Metal 1:
Scale: 4 px per um. Cells faint in the background.
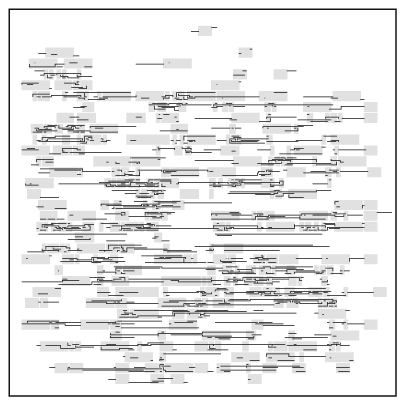
Signal wires on met2:
Scale: 4 px per um.
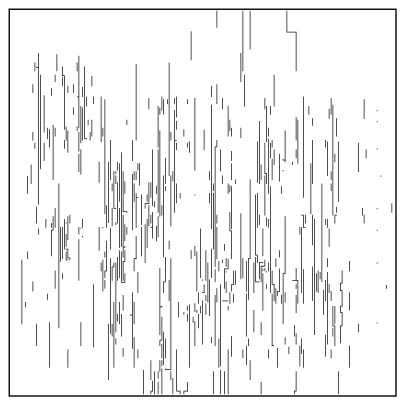
Metal 3:
Scale: 3 px per um. Cells faint in the background.
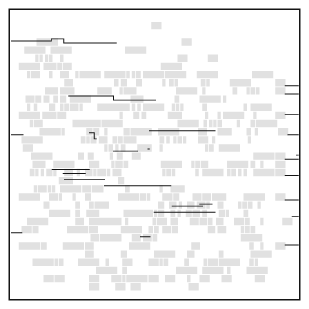
Pin map:
Scale: 4 px per um. Pins as bars across the die edge, other pins in gray.
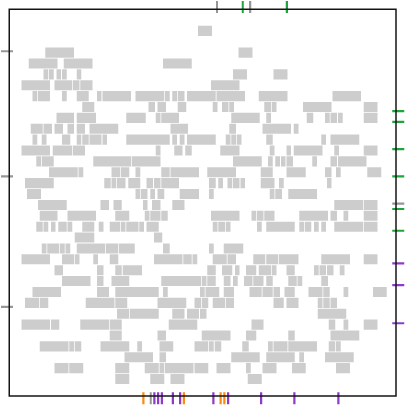
Design uart_note_rx, sky130hd; sources not shown.
==> run notes <==
Numbers from the implementation run.

For this design, the CTS-stage hold fixing added 0 buffers. The highest fanout seen on the critical path is 13. As reported, the later end of the worst-skew pair has a clock insertion delay of 0.33 ns.

The share of synthesized registers carrying an async set or reset is 0. The number of buffers and inverters on the critical path is 2. The number of clock sinks seen by CTS is 58. Grouping stages by cell kind, the critical path spends the most delay in buffers and inverters. The number of ports placed on the die boundary is 32. The starting DRC count in detailed routing is 70. The detailed-route wire length per cell is 13.3 um. Measured against its own limit, the worst slew margin works out to 0.549.

Looking at the clock tree report, the root buffer type is clkbuf_8. The total cell area reported by yosys after synthesis is 0.00256 mm2. The first-pass iteration count of the detailed router is 4. The clock transition at the register clock pins on the worst setup and hold paths after CTS is 0.06 ns. The post-placement cell area is 0.00293 mm2. The initial antenna violation count was 0. Post-CTS timing repair inserted 0 buffers for setup. The leading cell type in the layout, fill and taps excluded is dfxtp_1. In this run, distinct cell masters in the synthesized netlist total 46. The total overflow left after global routing is 0. The depth of the most critical reg-to-reg path is 7. In the hold timing report, the worst path depth is 1. For the completed layout, the total cell area is recorded as 0.00316 mm2.

The type recorded for the worst min-delay path is reg -> reg. The flop and latch count out of synthesis is 58. The final worst setup slack is 3.26 ns. The design draws 0.000737 W.

Setup violations remaining at the end of the flow were counted as 0. The average instance area after synthesis is 8.44 um2. The per-cell via count in the routed design is 4.86. The total nets after synthesis is 311. The main flop type after synthesis is dfxtp_1. The STA report counts the stages on the worst setup path as 4. The post-route worst hold slack is 0.412 ns. The post-cts repair resize count is 0. The flip-flop count of the largest register after layout is 13. The share of total power dissipated in the clock network is 0.476. The core region area is 0.00826 mm2. The count of flip-flops with a built-in enable after synthesis is 0. In this run the critical path is formed by clkdlybuf4s50_1 -> inv_1 -> a21oi_1 -> o2bb2ai_1. The largest share of the power goes to registers. The worst endpoint required time is 6.68 ns.

The run finished with clean final reports. The type of element capturing the critical path is a flop. The buffer levels on the longest clock path is 2. Once placement completed, the tool counted placed cells totaling 422. The number of antenna-violating nets in the routed design is 0. The final report gives the core utilization as 0.382. The type of the worst setup path is in -> reg. In this run the number of H-tree levels came out at 3.

The wire-length estimate of the detail-placed layout is 4.03 mm. Switching power as a fraction of the total was reported as 0.205. Per the TritonCTS log, the buffer count is 9. Of the synthesized area, sequential elements account for 0.454. The first global-routing pass estimated 9.70 mm of wire. The peak per-stage delay on the critical path is 0.80 ns. The global-route usage over all layers is 0.139.

The pin count of the biggest net entering global routing is 33. The clock period minus final worst setup slack is 3.17 ns. Setup repair after global routing left no endpoint under its margin. Between clock sinks in the finished design, the worst skew comes to 0.00956 ns. The total of buffers placed on input and output ports is 31. The final hold violation count recorded for this run is 0. The global placement routability congestion is 0.780. The clock network power is 0.000351 W. The max capacitance violation total is 0. For this design the total switching power over the nets is 0.000151 W. In this run the VDD rail shows a maximum IR drop of 0.0965 mV. STA classifies the critical path startpoint as an input pin. Dividing the final minimum period by the clock period gives 0.492. The total number of placement rows is 33. The pre-CTS setup check shows a worst slack of 2.53 ns. The critical path data arrival time is 3.42 ns.
## Picture notes: 'metal 1'
nets with wire on the layer = 315
wire length on this layer = 2940 um
total vias in the final route: 2128
detailed-route wire length: 5.84 mm

## Picture notes: 'signal wires on met2'
longest straight run = 37.7 um
share of all routed wire = 45%
main direction = vertical
wire length on this layer = 2600 um
grt met2 use: 0.206

## Picture notes: 'metal 3'
share of all routed wire = 4.1%
nets with wire on the layer = 21
wire length on this layer = 239 um
met3 layer usage reported by global route: 0.0579

## Picture notes: 'pin map'
`note_index` -> orange  # pins 4, direction output, edge south
`note_onehot` -> purple  # pins 13, direction output, edge 10 south, 3 east
`data` -> green  # pins 8, direction output, edge 6 east, 2 north
Vert. Die Dim: 96.3 um
DIE WIDTH: 96.3 um

-- area by class of cell --
type                    instances  area, um2
well taps                     105        131
repair buffers                 33        345
flip-flops and latches         58       1160
inverters                       9       33.8
clock inverters                 3       65.1
fillers                       895       5100
clock buffers                  12        135
multi-input cells             218       1290
-- layer usage --
| layer | vias to the layer above | GRT usage | wire length (um) |
|---|---|---|---|
| li1 | 1094 | - | - |
| met1 | 989 | 0.185 | 2940 |
| met2 | 40 | 0.206 | 2600 |
| met3 | 5 | 0.0579 | 238 |
| met4 | 0 | 0.0387 | 57 |
| met5 | - | 0 | 0 |
-- worst register-to-register path, stage by stage (launching register included) --
cell	delay (ns)
dfxtp_1	0.36
inv_1	0.08
ha_1	0.14
nand4b_1	0.26
nor4_2	0.44
nand4_1	0.56
or3_1	0.54
a21oi_1	0.14
-- synthesized netlist by cell type, types with 4 or more instances --
master | instances | share of area
a21oi_1 | 31 | 0.061
clkbuf_1 | 15 | 0.022
dfxtp_1 | 58 | 0.45
ha_1 | 5 | 0.024
inv_1 | 9 | 0.013
nand2_1 | 55 | 0.081
nand2b_1 | 4 | 0.0098
nand3_1 | 12 | 0.023
nand4_1 | 6 | 0.015
nor2_1 | 26 | 0.038
nor2b_1 | 5 | 0.012
o21ai_0 | 5 | 0.0098
o2bb2ai_1 | 6 | 0.021
or3_1 | 7 | 0.017
xnor2_1 | 5 | 0.017
xor2_1 | 8 | 0.027
-- cells by family after synthesis --
group,after synthesis,share of synthesized area
adders and majority gates,5,0.0245
xor gates and xnor gates,13,0.0445
AOI/OAI and AO/OA,57,0.146
buffers and inverters,27,0.0430
and+or+nand+nor,141,0.280
muxes,2,0.00783
DFF,58,0.454
Power and IR drop assume default switching activity.
